===== src/rtl/fpu_pkg.sv =====
// Shared FP32 definitions for the multiplier scheduler: field widths, rounding modes,
// exception flag positions and scheduler FSM encoding.
package fpu_pkg;

  localparam int unsigned EXP_W  = 8;
  localparam int unsigned MANT_W = 23;

  localparam logic [1:0] RNE = 2'b00;
  localparam logic [1:0] RZ  = 2'b01;
  localparam logic [1:0] RUP = 2'b10;
  localparam logic [1:0] RDN = 2'b11;

  localparam int unsigned FLG_W   = 5;
  localparam int unsigned FLG_INV = 4;
  localparam int unsigned FLG_OVF = 3;
  localparam int unsigned FLG_UNF = 2;
  localparam int unsigned FLG_INX = 1;
  localparam int unsigned FLG_ZER = 0;

  typedef enum logic [1:0] {
    StIdle = 2'd0,
    StWait = 2'd1,
    StResp = 2'd2
  } state_e;

endpackage


===== src/rtl/rr_arb2.sv =====
// Two-requester round-robin arbiter; the pointer names the favoured requester on a tie
// and moves to the other index whenever a grant is taken.
module rr_arb2 (
  input  logic       clk,
  input  logic       rst_n,
  input  logic [1:0] req,
  input  logic       en,
  output logic [1:0] gnt
);

  logic ptr_q;

  always_comb begin
    gnt = 2'b00;
    case (req)
      2'b01:   gnt = 2'b01;
      2'b10:   gnt = 2'b10;
      2'b11:   gnt = ptr_q ? 2'b10 : 2'b01;
      default: gnt = 2'b00;
    endcase
  end

  // After any grant the pointer favours the requester that did not win.
  always_ff @(posedge clk or negedge rst_n) begin
    if (!rst_n) begin
      ptr_q <= 1'b0;
    end else if (en && (req != 2'b00)) begin
      ptr_q <= ~gnt[1];
    end
  end

endmodule


===== src/rtl/fpu_mul_sched.sv =====
// Shares one external FP32 multiplier core between two requesters: registers the winning
// operands, waits MUL_LAT cycles, captures the result and returns it on a tagged response.
module fpu_mul_sched
  import fpu_pkg::*;
#(
  parameter int unsigned MUL_LAT = 2,
  parameter int unsigned W       = 32
) (
  input  logic             clk,
  input  logic             rst_n,
  input  logic [1:0]       req_valid,
  output logic [1:0]       req_ready,
  input  logic [W-1:0]     opx_0,
  input  logic [W-1:0]     opy_0,
  input  logic [W-1:0]     opx_1,
  input  logic [W-1:0]     opy_1,
  input  logic [1:0]       rmode_0,
  input  logic [1:0]       rmode_1,
  output logic [W-1:0]     mul_x,
  output logic [W-1:0]     mul_y,
  output logic [1:0]       mul_rmode,
  input  logic [W-1:0]     mul_z,
  input  logic [FLG_W-1:0] mul_flags,
  output logic             rsp_valid,
  input  logic             rsp_ready,
  output logic             rsp_id,
  output logic [W-1:0]     rsp_z,
  output logic [FLG_W-1:0] rsp_flags,
  output logic [FLG_W-1:0] sticky_0,
  output logic [FLG_W-1:0] sticky_1,
  input  logic [1:0]       sticky_clr,
  output logic             busy
);

  localparam int unsigned CNT_W = 4;

  state_e           state;
  logic [CNT_W-1:0] cnt;
  logic             tag;
  logic [1:0]       gnt;
  logic             accept;
  logic             win;

  assign accept    = (state == StIdle) && (req_valid != 2'b00);
  assign req_ready = (state == StIdle) ? gnt : 2'b00;
  assign win       = gnt[1];
  assign busy      = (state != StIdle);

  rr_arb2 u_arb (
    .clk   (clk),
    .rst_n (rst_n),
    .req   (req_valid),
    .en    (accept),
    .gnt   (gnt)
  );

  always_ff @(posedge clk or negedge rst_n) begin
    if (!rst_n) begin
      state     <= StIdle;
      cnt       <= '0;
      tag       <= 1'b0;
      mul_x     <= '0;
      mul_y     <= '0;
      mul_rmode <= 2'b00;
      rsp_valid <= 1'b0;
      rsp_id    <= 1'b0;
      rsp_z     <= '0;
      rsp_flags <= '0;
      sticky_0  <= '0;
      sticky_1  <= '0;
    end else begin
      if (sticky_clr[0]) sticky_0 <= '0;
      if (sticky_clr[1]) sticky_1 <= '0;

      unique case (state)
        StIdle: begin
          if (accept) begin
            mul_x     <= win ? opx_1 : opx_0;
            mul_y     <= win ? opy_1 : opy_0;
            mul_rmode <= win ? rmode_1 : rmode_0;
            tag       <= win;
            cnt       <= CNT_W'(MUL_LAT - 1);
            state     <= StWait;
          end
        end
        StWait: begin
          if (cnt == '0) begin
            rsp_z     <= mul_z;
            rsp_flags <= mul_flags;
            rsp_valid <= 1'b1;
            rsp_id    <= tag;
            state     <= StResp;
            // A same-cycle clear drops old bits but keeps the flags being captured.
            if (tag) begin
              sticky_1 <= (sticky_clr[1] ? '0 : sticky_1) | mul_flags;
            end else begin
              sticky_0 <= (sticky_clr[0] ? '0 : sticky_0) | mul_flags;
            end
          end else begin
            cnt <= cnt - 1'b1;
          end
        end
        StResp: begin
          if (rsp_ready) begin
            rsp_valid <= 1'b0;
            state     <= StIdle;
          end
        end
        default: state <= StIdle;
      endcase
    end
  end

endmodule

===== config.mk =====
export PLATFORM = sky130hd
export DESIGN_NAME = fpu_mul_sched
export DESIGN_NICKNAME = d
export VERILOG_FILES = /design/src/rtl/fpu_pkg.sv /design/src/rtl/rr_arb2.sv /design/src/rtl/fpu_mul_sched.sv
export SDC_FILE = /design/constraint.sdc
export NUM_CORES = 1
export LEC_CHECK = 0
export CAP_MARGIN = 20
export CORE_MARGIN = 3
export CORE_UTILIZATION = 36
export CTS_CLUSTER_DIAMETER = 30
export CTS_CLUSTER_SIZE = 24
export DETAILED_ROUTE_END_ITERATION = 8
export PLACE_DENSITY = 0.77
export SETUP_SLACK_MARGIN = 0.4
export SYNTH_ARGS = -nofsm -noshare
export SYNTH_HDL_FRONTEND = slang
export SYNTH_HIERARCHICAL = 1
export SYNTH_SLANG_ARGS = --single-unit

===== constraint.sdc =====
create_clock -name clk -period 2.4 [get_ports clk]
set_clock_uncertainty 0.1 [all_clocks]
set_input_delay 0.72 -clock clk [delete_from_list [all_inputs] [get_ports clk]]
set_output_delay 0.72 -clock clk [all_outputs]
set_load 0.005 [all_outputs]

==> results.cfg, run 1 <==
; flow metrics
[run]
warning_count = 30

[placement]
io_buffers = 293
hpwl_microns = 12300

[clock_network]
cts.htree.levels = 4
cts_buffer_depth = 2
cts-resized-gates = 144
cts_hold_buf = 0
clock_latency_ns = 0.41
cts_setup_buffers = 8
cts.sinks = 123
clkTransAtPathRegs_ns = 0.05

[global_route]
grt_max_degree = 46
first_global_vias = 4930
grt_usage = 0.1910

[power]
seqPwrFrac = 0.329
largestPowerGroup = combinational cells
p_int_mw = 7.893
switchingPower_mw = 3.230
clock_power_share = 0.231

[logic_synthesis]
ys.warnings.count = 6
post-synth-top-count-cell = mux2_2
ys_types = 31
ys_sh_xor = 0
synth_flops = 123
ys_cells = 378

[timing]
timing_hold_violations_final = 0
slew_headroom = 0.5990
setup_violations = 0
hold_ws_ns = 0.1687

[setup_path]
critPathRequiredTime_ns = 1.58
critPathLaunch = req_valid[0]
crit_chain = buf_2 -> buf_6 -> a21boi_4 -> inv_2 -> nor2_2 -> buf_2
cp.arrival_ns = 1.32

[outcome]
outcome = finished clean

[final_layout]
utilization = 0.6267
syn2layout_area_growth_pct = 69.54

[worst_hold_path]
hold_path_class = in2async

[floorplanning]
fp-utilization = 0.3697
==> run 1: per-layer routing <==
metal	track usage	vias to the layer above	wire length (microns)
met3	0.06585	34	1163
li1	-	1988	-
met4	0.08460	0	535
met5	0	-	0
met1	0.2022	2110	6366
met2	0.3433	202	8888
==> run 1: final cells by class <==
class,count,share of cell area
repair buffers,322,0.3322
flip-flops and latches,123,0.3219
multi-input cells,220,0.2504
clock buffers,19,0.04736
well taps,211,0.02761
clock inverters,12,0.01544
inverters,13,0.005103
==> run 1: through the flow <==
step	cell area, sq um	setup WS (ns)
after CTS	9434	0.2539
final	9563	0.2570
after floorplan	5660	0.2158
after detailed placement	8887	-0.5322
after global routing	9563	0.2111
after global placement	8887	-0.4737
### Met1 routing, run 1

Drawn at 4 px/micron. Supply wires on this layer in gray.
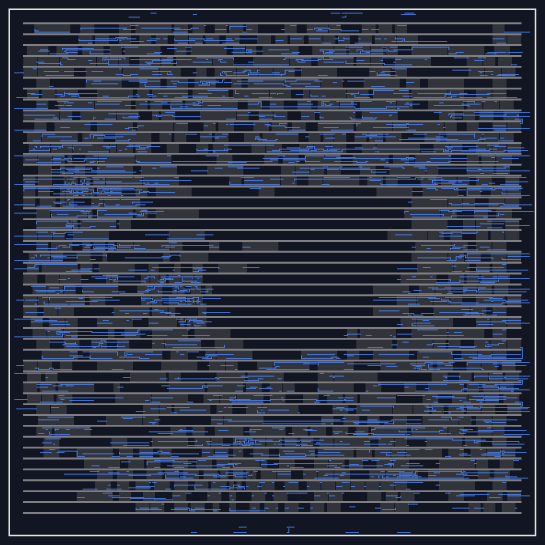
The wires run mostly horizontal. The layer holds 38% of the routed length. The layer carries 6370 microns of wire. 767 nets have wire on it. The longest straight run is 40.9 microns.
M1 GR Usage: 0.2022
via count: 4334
Post-Route WL: 16950 microns

### Signal wires on met2, run 1

Drawn at 4 px/micron.
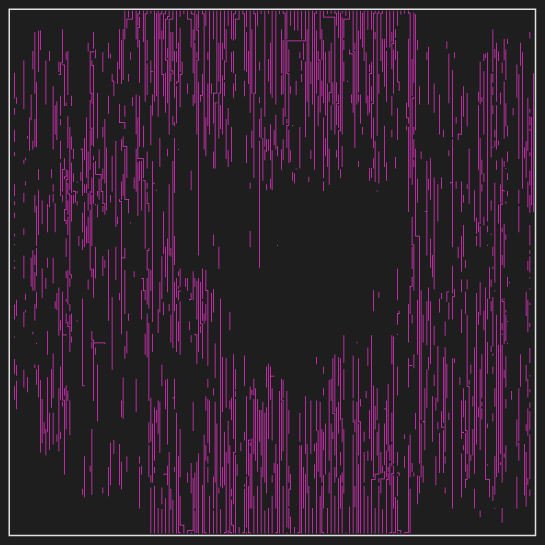
The layer carries 8890 microns of wire. The longest straight run is 62.4 microns. The layer holds 52% of the routed length. 806 nets have wire on it. The wires run mostly vertical.
grt met2 use: 0.3433

### Signal wires on met3, run 1

Drawn at 4 px/micron.
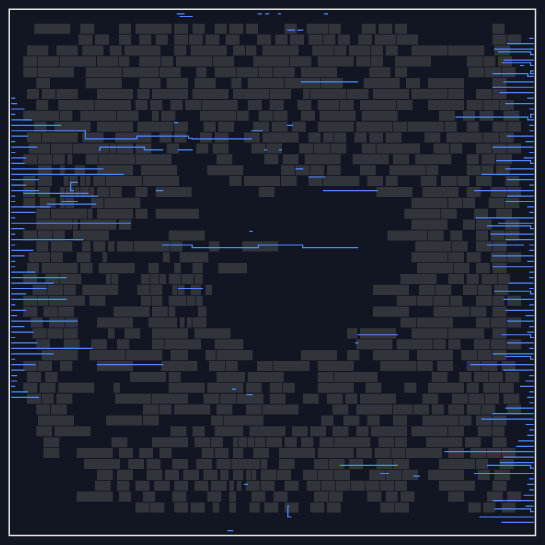
The longest straight run is 29.7 microns. The layer carries 1160 microns of wire. The wires run mostly horizontal. 167 nets have wire on it.
met3 usage: 0.06585

### Signal wires on met4, run 1

Drawn at 3 px/micron. Supply wires on this layer in gray.
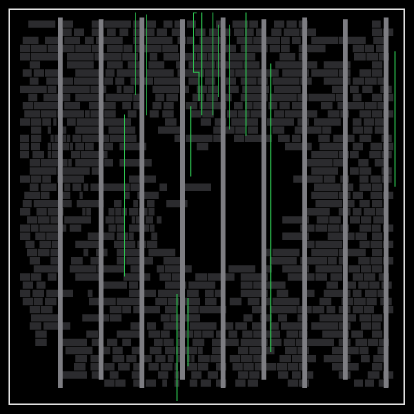

==> inputs of run 2 (changes only) <==
- CELL_PAD_IN_SITES_DETAIL_PLACEMENT: unset -> 1
- CELL_PAD_IN_SITES_GLOBAL_PLACEMENT: unset -> 2
- CORE_UTILIZATION: 36 -> 22
- PLACE_DENSITY: 0.77 -> unset
- PLACE_DENSITY_LB_ADDON: unset -> 0.1
### Signal wires on met4, run 2

Drawn at 2 px/micron. Supply wires on this layer in gray.
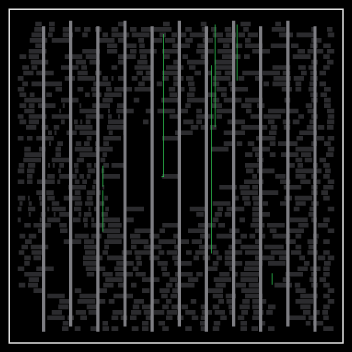
The layer carries 281 microns of wire. The layer holds 1.2% of the routed length.
via count: 4548
Post-Route WL: 23100 microns

==> run 2 against run 1 <==
- power up 19%
- non-clock buffer count grew 38
- clock power grew 7%
- critical endpoint unchanged
- final area rose by 13%
- critical path type unchanged
- flip-flop count unchanged
- global-route usage is 4.2 points lower
- combinational power rose by 39%
- final cell count grew 17%
- via count rose by 4.9%
- worst setup slack worse by 0.013 ns
==> results.cfg, run 2 <==
; flow metrics
[clock_network]
cts.htree.levels = 4
cts_setup_buffers = 17
cts-resized-gates = 150
clkTransAtPathRegs_ns = 0.07
clock_latency_ns = 0.41

[final_layout]
dominant-cell-class = non-clock buffers
num-clock-buffers = 18
comb_area_sq_mm = 0.002705
sh_seq_area = 0.2855
ff_count = 123
final-nonclk-buf-share = 0.3634
clk_share = 0.05791
inverters_excl_clock = 13
signal_buffers = 360
syn2layout_area_growth_pct = 91.15
utilization = 0.4357

[global_route]
busiest_layer = met2
use_met2 = 0.2607
first_global_vias = 4938
grt_usage = 0.1494
grt_use_met1 = 0.1820
grt_max_degree = 63

[timing]
slew_headroom = 0.7509
setup_ws_ns = 0.2435
timing_hold_violations_final = 0
hold_ws_ns = 0.2095

[outcome]
outcome = finished clean

[logic_synthesis]
ys.warnings.count = 6
synth_flops = 123
post-synth-top-count-cell = mux2_2
ys_cells = 378
ys_types = 31

[setup_path]
cp.arrival_ns = 1.34
critPathLaunch = req_valid[0]
critPathRequiredTime_ns = 1.58

[placement]
post-place-ws_ns = -0.5152
dpl_cell_area_sq_mm = 0.009021

[run]
warning_count = 30

[power]
p_int_mw = 9.203
switchingPower_mw = 4.039
clock_power_share = 0.208
seqPwrFrac = 0.278

[worst_hold_path]
hold_path_class = in2async

[drt]
met1Wirelength_microns = 10130
highest_layer = met5
dr_wl_met2_microns = 11360
wl_met3_microns = 1307

[floorplanning]
fp-utilization = 0.2279
### Signal wires on met3, run 2

Drawn at 3 px/micron.
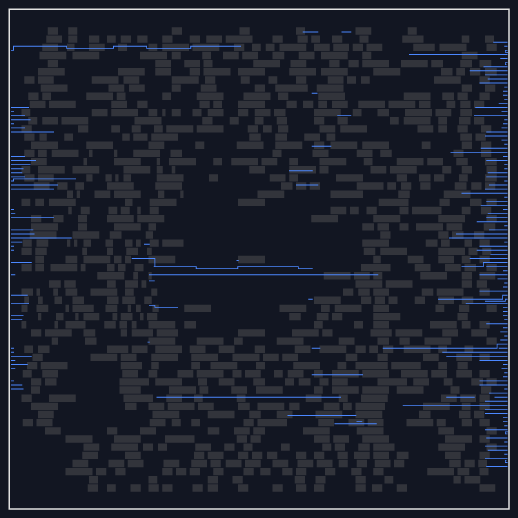
154 nets have wire on it. The layer holds 5.7% of the routed length.
met3 usage: 0.03737

## run 2: cell counts after synthesis
No cell type changed its count.
## run 2: power groups by stage
stage	sequential (mW)	combinational, mW	clock (mW)
after floorplan	3.72	2.47	0
after global routing	3.82	7.23	2.94
final	3.68	6.82	2.75
after detailed placement	3.73	5.53	0
after global placement	3.68	5.45	0
after CTS	3.66	5.63	2.82
## run 2: worst max-delay path, cell delays in order
cell and delay, ns:
buf_6 0.09, buf_6 0.11, a21boi_4 0.17, inv_2 0.05
nor2_2 0.08, buf_2 0.11
## run 2: kinds of logic after synthesis
| group | share of synthesized area |
|---|---|
| AOI/OAI and AO/OA | 0.02684 |
| adders and majority gates | 0.004436 |
| buffers and inverters | 0.03372 |
| DFF | 0.5457 |
| muxes | 0.3671 |
| and+or+nand+nor | 0.02218 |
Power is estimated from default activity; no workload was simulated.
